`src/rtl/rbz_vblank_commit_sched_pkg.sv`:
```
// -----------------------------------------------------------------------------
// rbz_commit_pkg
// Shared definitions for the vblank commit scheduler: default bus widths,
// the scheduler state encoding and a constant-foldable ceil(log2) helper
// used to size pointers and the FIFO level counter.
// -----------------------------------------------------------------------------
package rbz_commit_pkg;

    localparam int DEF_ADDR_W = 4;
    localparam int DEF_DATA_W = 24;
    localparam int DEF_DEPTH  = 4;

    // WAIT_VB: holding queued writes until the next vblank rising edge.
    // DRAIN  : inside a vblank window, committing one entry per cycle.
    typedef enum logic {
        WAIT_VB = 1'b0,
        DRAIN   = 1'b1
    } state_e;

    // ceil(log2(value)); value >= 1. Used at elaboration time only.
    function automatic int clog2(input int value);
        int result    = 0;
        int remaining = value - 1;
        while (remaining > 0) begin
            result++;
            remaining = remaining >> 1;
        end
        return result;
    endfunction

endpackage

```
`src/rtl/rbz_vblank_commit_sched_if.sv`:
```
// -----------------------------------------------------------------------------
// rbz_vblank_commit_sched_if
// Bundles the two requester handshakes (A: view-vector decoder, B: general
// register decoder) and the register-bank write port / status outputs of the
// commit scheduler.
//   slave  : the scheduler (accepts commands, drives the bank write port)
//   master : the surroundings (requesters and register bank)
// Signals:
//   a_valid/a_ready/a_addr/a_data   requester A command handshake
//   b_valid/b_ready/b_addr/b_data   requester B command handshake
//   o_wr_en/o_wr_addr/o_wr_data     registered register-bank write port
//   o_level                         FIFO occupancy
//   o_frame_commit                  one-cycle pulse after a productive window
// -----------------------------------------------------------------------------
interface rbz_vblank_commit_sched_if
    import rbz_commit_pkg::*;
#(
    parameter int ADDR_W = DEF_ADDR_W,
    parameter int DATA_W = DEF_DATA_W,
    parameter int LVL_W  = clog2(DEF_DEPTH) + 1
);

    logic              a_valid;
    logic              a_ready;
    logic [ADDR_W-1:0] a_addr;
    logic [DATA_W-1:0] a_data;

    logic              b_valid;
    logic              b_ready;
    logic [ADDR_W-1:0] b_addr;
    logic [DATA_W-1:0] b_data;

    logic              o_wr_en;
    logic [ADDR_W-1:0] o_wr_addr;
    logic [DATA_W-1:0] o_wr_data;
    logic [LVL_W-1:0]  o_level;
    logic              o_frame_commit;

    modport slave (
        input  a_valid, a_addr, a_data,
        input  b_valid, b_addr, b_data,
        output a_ready, b_ready,
        output o_wr_en, o_wr_addr, o_wr_data, o_level, o_frame_commit
    );

    modport master (
        output a_valid, a_addr, a_data,
        output b_valid, b_addr, b_data,
        input  a_ready, b_ready,
        input  o_wr_en, o_wr_addr, o_wr_data, o_level, o_frame_commit
    );

endinterface

```
`src/rtl/rbz_vblank_commit_sched_fifo.sv`:
```
// -----------------------------------------------------------------------------
// rbz_cmd_fifo
// Synchronous FIFO holding {addr,data} commands. Push is ignored when full,
// pop is ignored when empty; simultaneous push and pop keep the level.
// Read data is the current head (show-ahead), valid whenever !o_empty.
// Ports:
//   clk, rst_n        clock, asynchronous active-low reset
//   i_push, i_wdata   write request and data
//   i_pop             remove the head entry
//   o_rdata           head entry
//   o_level           number of stored entries (0..DEPTH)
//   o_full, o_empty   occupancy flags
// -----------------------------------------------------------------------------
module rbz_cmd_fifo
    import rbz_commit_pkg::*;
#(
    parameter int  WIDTH = DEF_ADDR_W + DEF_DATA_W,
    parameter int  DEPTH = DEF_DEPTH,
    localparam int PTR_W = clog2(DEPTH),
    localparam int LVL_W = PTR_W + 1
) (
    input  logic             clk,
    input  logic             rst_n,
    input  logic             i_push,
    input  logic [WIDTH-1:0] i_wdata,
    input  logic             i_pop,
    output logic [WIDTH-1:0] o_rdata,
    output logic [LVL_W-1:0] o_level,
    output logic             o_full,
    output logic             o_empty
);

    logic [WIDTH-1:0] r_mem [DEPTH];
    logic [PTR_W-1:0] r_wr_ptr;
    logic [PTR_W-1:0] r_rd_ptr;
    logic [LVL_W-1:0] r_level;
    logic             w_push_ok;
    logic             w_pop_ok;

    assign o_full    = (r_level == LVL_W'(DEPTH));
    assign o_empty   = (r_level == '0);
    assign w_push_ok = i_push && !o_full;
    assign w_pop_ok  = i_pop && !o_empty;
    assign o_rdata   = r_mem[r_rd_ptr];
    assign o_level   = r_level;

    // NOTE: storage has no reset; an entry is only ever read after it has
    // been written, and the level counter alone decides what is valid.
    always_ff @(posedge clk) begin
        if (w_push_ok) begin
            r_mem[r_wr_ptr] <= i_wdata;
        end
    end

    // DEPTH is a power of two, so the pointers wrap by plain overflow.
    always_ff @(posedge clk or negedge rst_n) begin
        if (!rst_n) begin
            r_wr_ptr <= '0;
            r_rd_ptr <= '0;
            r_level  <= '0;
        end else begin
            if (w_push_ok) begin
                r_wr_ptr <= r_wr_ptr + 1'b1;
            end
            if (w_pop_ok) begin
                r_rd_ptr <= r_rd_ptr + 1'b1;
            end
            case ({w_push_ok, w_pop_ok})
                2'b10:   r_level <= r_level + 1'b1;
                2'b01:   r_level <= r_level - 1'b1;
                default: r_level <= r_level;
            endcase
        end
    end

endmodule

```
`src/rtl/rbz_vblank_commit_sched.sv`:
```
// -----------------------------------------------------------------------------
// rbz_vblank_commit_sched
// Sole writer of the renderer's live register bank. Register-write commands
// from requester A (view vectors) and requester B (general registers) are
// round-robin arbitrated into a FIFO and only committed while vertical
// blanking is active, so view/config changes never tear a visible frame.
// Ports:
//   clk, rst_n   clock, asynchronous active-low reset
//   i_vblank     vertical blank, synchronous to clk
//   bus (slave)  requester handshakes, registered bank write port,
//                FIFO level and the frame-commit pulse
// Timing: with the first vblank-high cycle t (after a low cycle), the first
// bank write strobe is high in cycle t+2, then one write per cycle while the
// FIFO is non-empty and vblank stays high.
// -----------------------------------------------------------------------------
module rbz_vblank_commit_sched
    import rbz_commit_pkg::*;
#(
    parameter int ADDR_W = DEF_ADDR_W,
    parameter int DATA_W = DEF_DATA_W,
    parameter int DEPTH  = DEF_DEPTH
) (
    input  logic                       clk,
    input  logic                       rst_n,
    input  logic                       i_vblank,
    rbz_vblank_commit_sched_if.slave   bus
);

    localparam int LVL_W = clog2(DEPTH) + 1;
    localparam int CMD_W = ADDR_W + DATA_W;

    // Arbiter / FIFO
    logic              w_full;
    logic              w_empty;
    logic [LVL_W-1:0]  w_level;
    logic              w_grant_a;
    logic              w_grant_b;
    logic              w_push;
    logic [CMD_W-1:0]  w_push_cmd;
    logic [CMD_W-1:0]  w_head;
    logic [ADDR_W-1:0] w_head_addr;
    logic [DATA_W-1:0] w_head_data;
    logic              r_prefer_a;

    // Commit FSM
    state_e            r_state;
    state_e            w_next_state;
    logic              w_vb_rise;
    logic              w_pop;
    logic              w_commit_pulse;
    logic              r_vb_prev;
    logic              r_committed;

    // Registered bank write port
    logic              r_wr_en;
    logic [ADDR_W-1:0] r_wr_addr;
    logic [DATA_W-1:0] r_wr_data;
    logic              r_frame_commit;

    // -------------------------------------------------------------------------
    // Round-robin arbiter. Full is the pre-pop occupancy, so a pop in a full
    // cycle does not open a slot until the following cycle.
    // -------------------------------------------------------------------------
    // NOTE: every output of a combinational block gets a default first, so no
    // path through the block leaves a signal unassigned and infers a latch.
    always_comb begin
        w_grant_a = 1'b0;
        w_grant_b = 1'b0;
        if (!w_full) begin
            if (bus.a_valid && (!bus.b_valid || r_prefer_a)) begin
                w_grant_a = 1'b1;
            end else if (bus.b_valid) begin
                w_grant_b = 1'b1;
            end
        end
    end

    assign w_push     = w_grant_a || w_grant_b;
    assign w_push_cmd = w_grant_a ? {bus.a_addr, bus.a_data}
                                  : {bus.b_addr, bus.b_data};

    // Pointer moves only on a grant; after reset A wins a tie.
    // NOTE: sequential state uses non-blocking assignments so every register
    // samples pre-edge values, independent of statement order.
    always_ff @(posedge clk or negedge rst_n) begin
        if (!rst_n) begin
            r_prefer_a <= 1'b1;
        end else if (w_grant_a) begin
            r_prefer_a <= 1'b0;
        end else if (w_grant_b) begin
            r_prefer_a <= 1'b1;
        end
    end

    rbz_cmd_fifo #(
        .WIDTH (CMD_W),
        .DEPTH (DEPTH)
    ) u_fifo (
        .clk     (clk),
        .rst_n   (rst_n),
        .i_push  (w_push),
        .i_wdata (w_push_cmd),
        .i_pop   (w_pop),
        .o_rdata (w_head),
        .o_level (w_level),
        .o_full  (w_full),
        .o_empty (w_empty)
    );

    assign {w_head_addr, w_head_data} = w_head;

    // -------------------------------------------------------------------------
    // Commit FSM: state register
    // -------------------------------------------------------------------------
    always_ff @(posedge clk or negedge rst_n) begin
        if (!rst_n) begin
            r_state <= WAIT_VB;
        end else begin
            r_state <= w_next_state;
        end
    end

    // Commit FSM: next state. Only a fresh vblank rising edge opens a window.
    assign w_vb_rise = i_vblank && !r_vb_prev;

    always_comb begin
        w_next_state = r_state;
        case (r_state)
            WAIT_VB: if (w_vb_rise) w_next_state = DRAIN;
            DRAIN:   if (!i_vblank) w_next_state = WAIT_VB;
            default: w_next_state = WAIT_VB;
        endcase
    end

    // Commit FSM: outputs. The window closes on the first vblank-low cycle in
    // DRAIN; that same cycle decides the frame-commit pulse.
    always_comb begin
        w_pop          = 1'b0;
        w_commit_pulse = 1'b0;
        if (r_state == DRAIN) begin
            w_pop          = i_vblank && !w_empty;
            w_commit_pulse = !i_vblank && r_committed;
        end
    end

    // vblank history resets high so a vblank already active at reset release
    // is not mistaken for a rising edge.
    always_ff @(posedge clk or negedge rst_n) begin
        if (!rst_n) begin
            r_vb_prev   <= 1'b1;
            r_committed <= 1'b0;
        end else begin
            r_vb_prev <= i_vblank;
            if (r_state == WAIT_VB && w_vb_rise) begin
                r_committed <= 1'b0;
            end else if (w_pop) begin
                r_committed <= 1'b1;
            end
        end
    end

    // -------------------------------------------------------------------------
    // Registered bank write port. Address/data hold their last value between
    // strobes; the bank only looks at them while o_wr_en is high.
    // -------------------------------------------------------------------------
    always_ff @(posedge clk or negedge rst_n) begin
        if (!rst_n) begin
            r_wr_en        <= 1'b0;
            r_wr_addr      <= '0;
            r_wr_data      <= '0;
            r_frame_commit <= 1'b0;
        end else begin
            r_wr_en        <= w_pop;
            r_frame_commit <= w_commit_pulse;
            if (w_pop) begin
                r_wr_addr <= w_head_addr;
                r_wr_data <= w_head_data;
            end
        end
    end

    assign bus.a_ready        = w_grant_a;
    assign bus.b_ready        = w_grant_b;
    assign bus.o_wr_en        = r_wr_en;
    assign bus.o_wr_addr      = r_wr_addr;
    assign bus.o_wr_data      = r_wr_data;
    assign bus.o_level        = w_level;
    assign bus.o_frame_commit = r_frame_commit;

endmodule

```
`src/flat_wrapper.sv`:
```
// flat-port wrapper written by rule: the top's interface ports become plain ports
module rbz_vblank_commit_sched_flat import rbz_commit_pkg::*;
#(
    parameter int ADDR_W = DEF_ADDR_W,
    parameter int DATA_W = DEF_DATA_W,
    parameter int DEPTH  = DEF_DEPTH
)
  (clk, rst_n, i_vblank, bus_a_valid, bus_a_addr, bus_a_data, bus_b_valid, bus_b_addr, bus_b_data, bus_a_ready, bus_b_ready, bus_o_wr_en, bus_o_wr_addr, bus_o_wr_data, bus_o_level, bus_o_frame_commit);
  rbz_vblank_commit_sched_if #(.ADDR_W(ADDR_W), .DATA_W(DATA_W), .LVL_W((3))) bus_i ();
  input  logic clk;
  input  logic rst_n;
  input  logic i_vblank;
  input wire logic [$bits(bus_i.a_valid)-1:0] bus_a_valid;
  input wire logic [$bits(bus_i.a_addr)-1:0] bus_a_addr;
  input wire logic [$bits(bus_i.a_data)-1:0] bus_a_data;
  input wire logic [$bits(bus_i.b_valid)-1:0] bus_b_valid;
  input wire logic [$bits(bus_i.b_addr)-1:0] bus_b_addr;
  input wire logic [$bits(bus_i.b_data)-1:0] bus_b_data;
  output wire logic [$bits(bus_i.a_ready)-1:0] bus_a_ready;
  output wire logic [$bits(bus_i.b_ready)-1:0] bus_b_ready;
  output wire logic [$bits(bus_i.o_wr_en)-1:0] bus_o_wr_en;
  output wire logic [$bits(bus_i.o_wr_addr)-1:0] bus_o_wr_addr;
  output wire logic [$bits(bus_i.o_wr_data)-1:0] bus_o_wr_data;
  output wire logic [$bits(bus_i.o_level)-1:0] bus_o_level;
  output wire logic [$bits(bus_i.o_frame_commit)-1:0] bus_o_frame_commit;
  assign bus_i.a_valid = bus_a_valid;
  assign bus_i.a_addr = bus_a_addr;
  assign bus_i.a_data = bus_a_data;
  assign bus_i.b_valid = bus_b_valid;
  assign bus_i.b_addr = bus_b_addr;
  assign bus_i.b_data = bus_b_data;
  assign bus_a_ready = bus_i.a_ready;
  assign bus_b_ready = bus_i.b_ready;
  assign bus_o_wr_en = bus_i.o_wr_en;
  assign bus_o_wr_addr = bus_i.o_wr_addr;
  assign bus_o_wr_data = bus_i.o_wr_data;
  assign bus_o_level = bus_i.o_level;
  assign bus_o_frame_commit = bus_i.o_frame_commit;
  rbz_vblank_commit_sched #(.ADDR_W(ADDR_W), .DATA_W(DATA_W), .DEPTH(DEPTH)) u_core (.clk(clk), .rst_n(rst_n), .i_vblank(i_vblank), .bus(bus_i));
endmodule
```
`config.mk`:
```
export PLATFORM = sky130hd
export DESIGN_NAME = rbz_vblank_commit_sched_flat
export DESIGN_NICKNAME = d
export VERILOG_FILES = /design/src/rtl/rbz_vblank_commit_sched_pkg.sv /design/src/rtl/rbz_vblank_commit_sched_if.sv /design/src/rtl/rbz_vblank_commit_sched_fifo.sv /design/src/rtl/rbz_vblank_commit_sched.sv /design/src/flat_wrapper.sv
export SDC_FILE = /design/constraint.sdc
export NUM_CORES = 1
export LEC_CHECK = 0
export CORE_ASPECT_RATIO = 0.6
export CORE_MARGIN = 8
export CORE_UTILIZATION = 57
export CTS_CLUSTER_DIAMETER = 80
export CTS_CLUSTER_SIZE = 25
export DETAILED_ROUTE_END_ITERATION = 8
export PLACE_DENSITY = 0.84
export REMOVE_ABC_BUFFERS = 1
export SYNTH_ARGS = -nofsm -noshare
export SYNTH_HDL_FRONTEND = slang
export SYNTH_SLANG_ARGS = --single-unit
```
`constraint.sdc`:
```
create_clock -name clk -period 3.6 [get_ports clk]
set_input_delay 0.54 -clock clk [delete_from_list [all_inputs] [get_ports clk]]
set_output_delay 0.54 -clock clk [all_outputs]
set_load 0.005 [all_outputs]
```
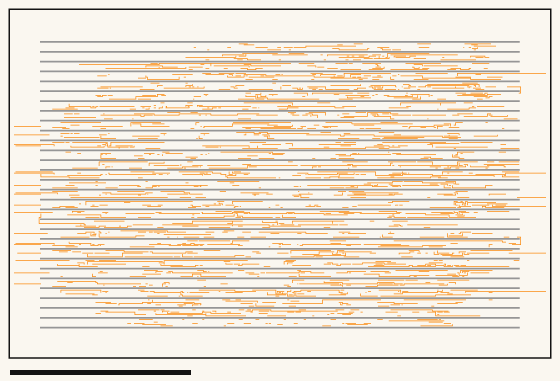
*The metal 1 layer*
The bar under the picture is 50 um long. Supply wires on this layer in grey.
- nets with wire on the layer: 476
- wire length on this layer: 5,390 um
- share of all routed wire: 42%

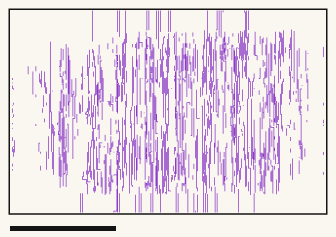
*Metal 2*
The bar under the picture is 50 um long.
- longest straight run: 54.1 um
- share of all routed wire: 48%
- wire length on this layer: 6,160 um
- main direction: vertical
met2 Use GR: 31.8%
vias: 3,332
wirelength, routed: 12,700 um

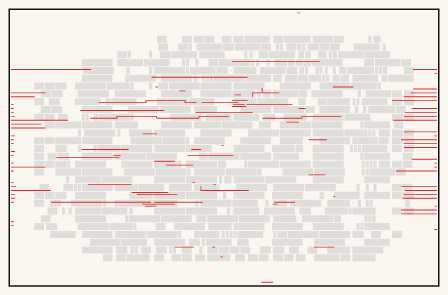
*Met3 routing*
- longest straight run: 34.5 um
- nets with wire on the layer: 81
- wire length on this layer: 910 um

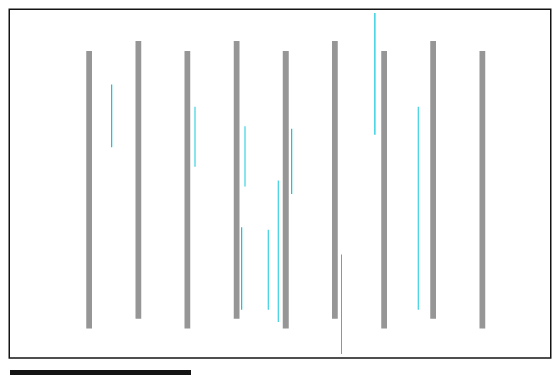
*M4 wires*
The bar under the picture is 50 um long. Supply wires on this layer in grey.
- longest straight run: 55.8 um
- nets with wire on the layer: 9
- main direction: vertical

==> summary.txt <==
Status -> finished, final reports clean
Max Cap Viol -> 0
Fin Clk Skew -> 0.00590 ns
Final instance area -> 0.00772 mm^2
Top cell type by total area after synthesis -> edfxtp_1
Fin util -> 73.8%
Critical Path Start Type -> register
Clock latency on the worst-skew pair -> 0.41 ns
Slew Viols, Final -> 0
Ys cells -> 353
CP max stage delay -> 0.47 ns
Top cells by count, synth -> 112 x edfxtp_1, 88 x nand2_1, 39 x dfrtp_1
Arr. time, crit path -> 1.96 ns
DRT Pass-1 Iters -> 5
Die Wd -> 149 um
Global-route wire length before repair -> 20,100 um
Crit path capture type -> primary output
Bufs w/o clock -> 99
Total power -> 6480 uW
Port buffer count -> 95
Clock Sink Count -> 153
Storage cell area -> 0.00439 mm^2
R2r setup slk -> 1.29 ns
Placer Congestion -> 0.716
Syn Area/Cell -> 17.2 um^2
N_taps -> 139
Post-DP Area -> 0.00714 mm^2
Yosys Chip Area -> 0.00606 mm^2
Worst reg2reg path depth -> 9
Placement Setup Slack -> 1.10 ns
Setup Buffers After CTS -> 0
Comb gates -> 174
Final Hold Vio Count -> 0
CP top delay family -> simple AND/OR/NAND/NOR gates
Tmin final -> 2.50 ns
Clock buffer depth -> 2
ClkCell Share -> 7.44%
Final Non-Filler Cells -> 608
PnR worst setup slack -> 1.10 ns
Core outline area -> 0.0105 mm^2
Top pwr grp -> registers
Unique cell type count in the Yosys netlist -> 28
Post-DR wirelength/cell -> 20.9 um
Switching power -> 1810 uW
Top Ports -> 96
Worst-path clk slew -> 0.06 ns
Max Clock Freq -> 401 MHz
Global Route Usage Sum -> 19.4%
Final setup fails -> 0
Post-synth regs -> 153
Cell with the most instances after synthesis -> edfxtp_1
Slowest CP cell -> dfrtp_1
CP Cell Sequence -> or3b_4 -> nand3_2 -> inv_1 -> clkdlybuf4s50_1
P per Cell Area -> 840 mW/mm^2
Number of diodes -> 0
Fin Hold WS -> 0.300 ns
Vias per cell -> 5.48
Hold Buf Count CTS -> 0
CTS root buffer -> clkbuf_16
Top cells by area -> edfxtp_1 56%, dfrtp_1 16%, mux4_2 10%
Final Cycle Share -> 69.3%
Seq. pwr -> 3000 uW
# rows -> 29
Clock buf count -> 23
DIE AREA -> 0.0143 mm^2
Static leakage -> 0.00292 uW
H-tree levels -> 4
Comb. cell area -> 0.00156 mm^2
Buffer share of cell area -> 12.6%
Layout cells sized above 1 -> 19.0%
Switch share -> 28.0%
Initial antenna violation count -> 0
Largest net degree at the start of global routing -> 42
Hold WC Path Type -> input pin to asynchronous set/reset pin
Slew @ Worst Pin -> 1.00 ns
RSZ-0062 raised after global routing -> false
Setup TNS -> 0 ns
## sequential cells by signal (all words and copies together) (netlist names), 2 cells and up
register,cells
u_core.u_fifo.r_wr_ptr,2
u_core.u_fifo.r_rd_ptr,2
u_core.u_fifo.r_mem,112
u_core.bus.o_wr_addr,4
u_core.u_fifo.o_level,3
u_core.bus.o_wr_data,24
## final timing paths
kind                                     startpoint                        end
setup / recovery           u_core.u_fifo.o_level[0]                bus_a_ready
hold / removal                                rst_n    u_core.bus.o_wr_data[1]
setup reg to reg           u_core.u_fifo.o_level[0]   u_core.u_fifo.o_level[2]
hold reg to reg             u_core.bus.o_wr_data[3]    u_core.bus.o_wr_data[3]
max in group asynchronous                     rst_n  u_core.u_fifo.r_rd_ptr[0]
min in group clk            u_core.bus.o_wr_data[3]    u_core.bus.o_wr_data[3]
## kinds of logic (layout without fill, tap and decap cells)
group | count (synthesis) | after routing | synth area share, %
adder cells (fa/ha/maj) | 6 | 6 | 1.36
buffers and inverters | 26 | 142 | 2.02
AND-OR/OR-AND | 8 | 8 | 0.950
AND/OR/NAND/NOR | 97 | 97 | 6.49
flip-flops | 153 | 153 | 72.5
XOR/XNOR | 6 | 6 | 0.868
multiplexers | 57 | 57 | 15.8
## cells in the final DEF (no fill, tap or decap), types with 5 or more instances in the layout
master	n
edfxtp_1	112
clkdlybuf4s50_1	94
nand2_1	88
dfrtp_1	38
mux4_2	28
mux2_2	20
clkbuf_16	17
inv_1	11
mux2_1	9
clkbuf_1	6
ha_1	5
## metal layers
layer	global-route usage [%]	part of all wire (%)	wire, um	vias up
li1	-	-	-	1504
met3	6.76	7.1	909	23
met2	31.8	48	6160	141
met1	23.2	42	5390	1664
met5	0	0	0	-
met4	8.52	2.1	266	0
Power and IR drop assume default switching activity.
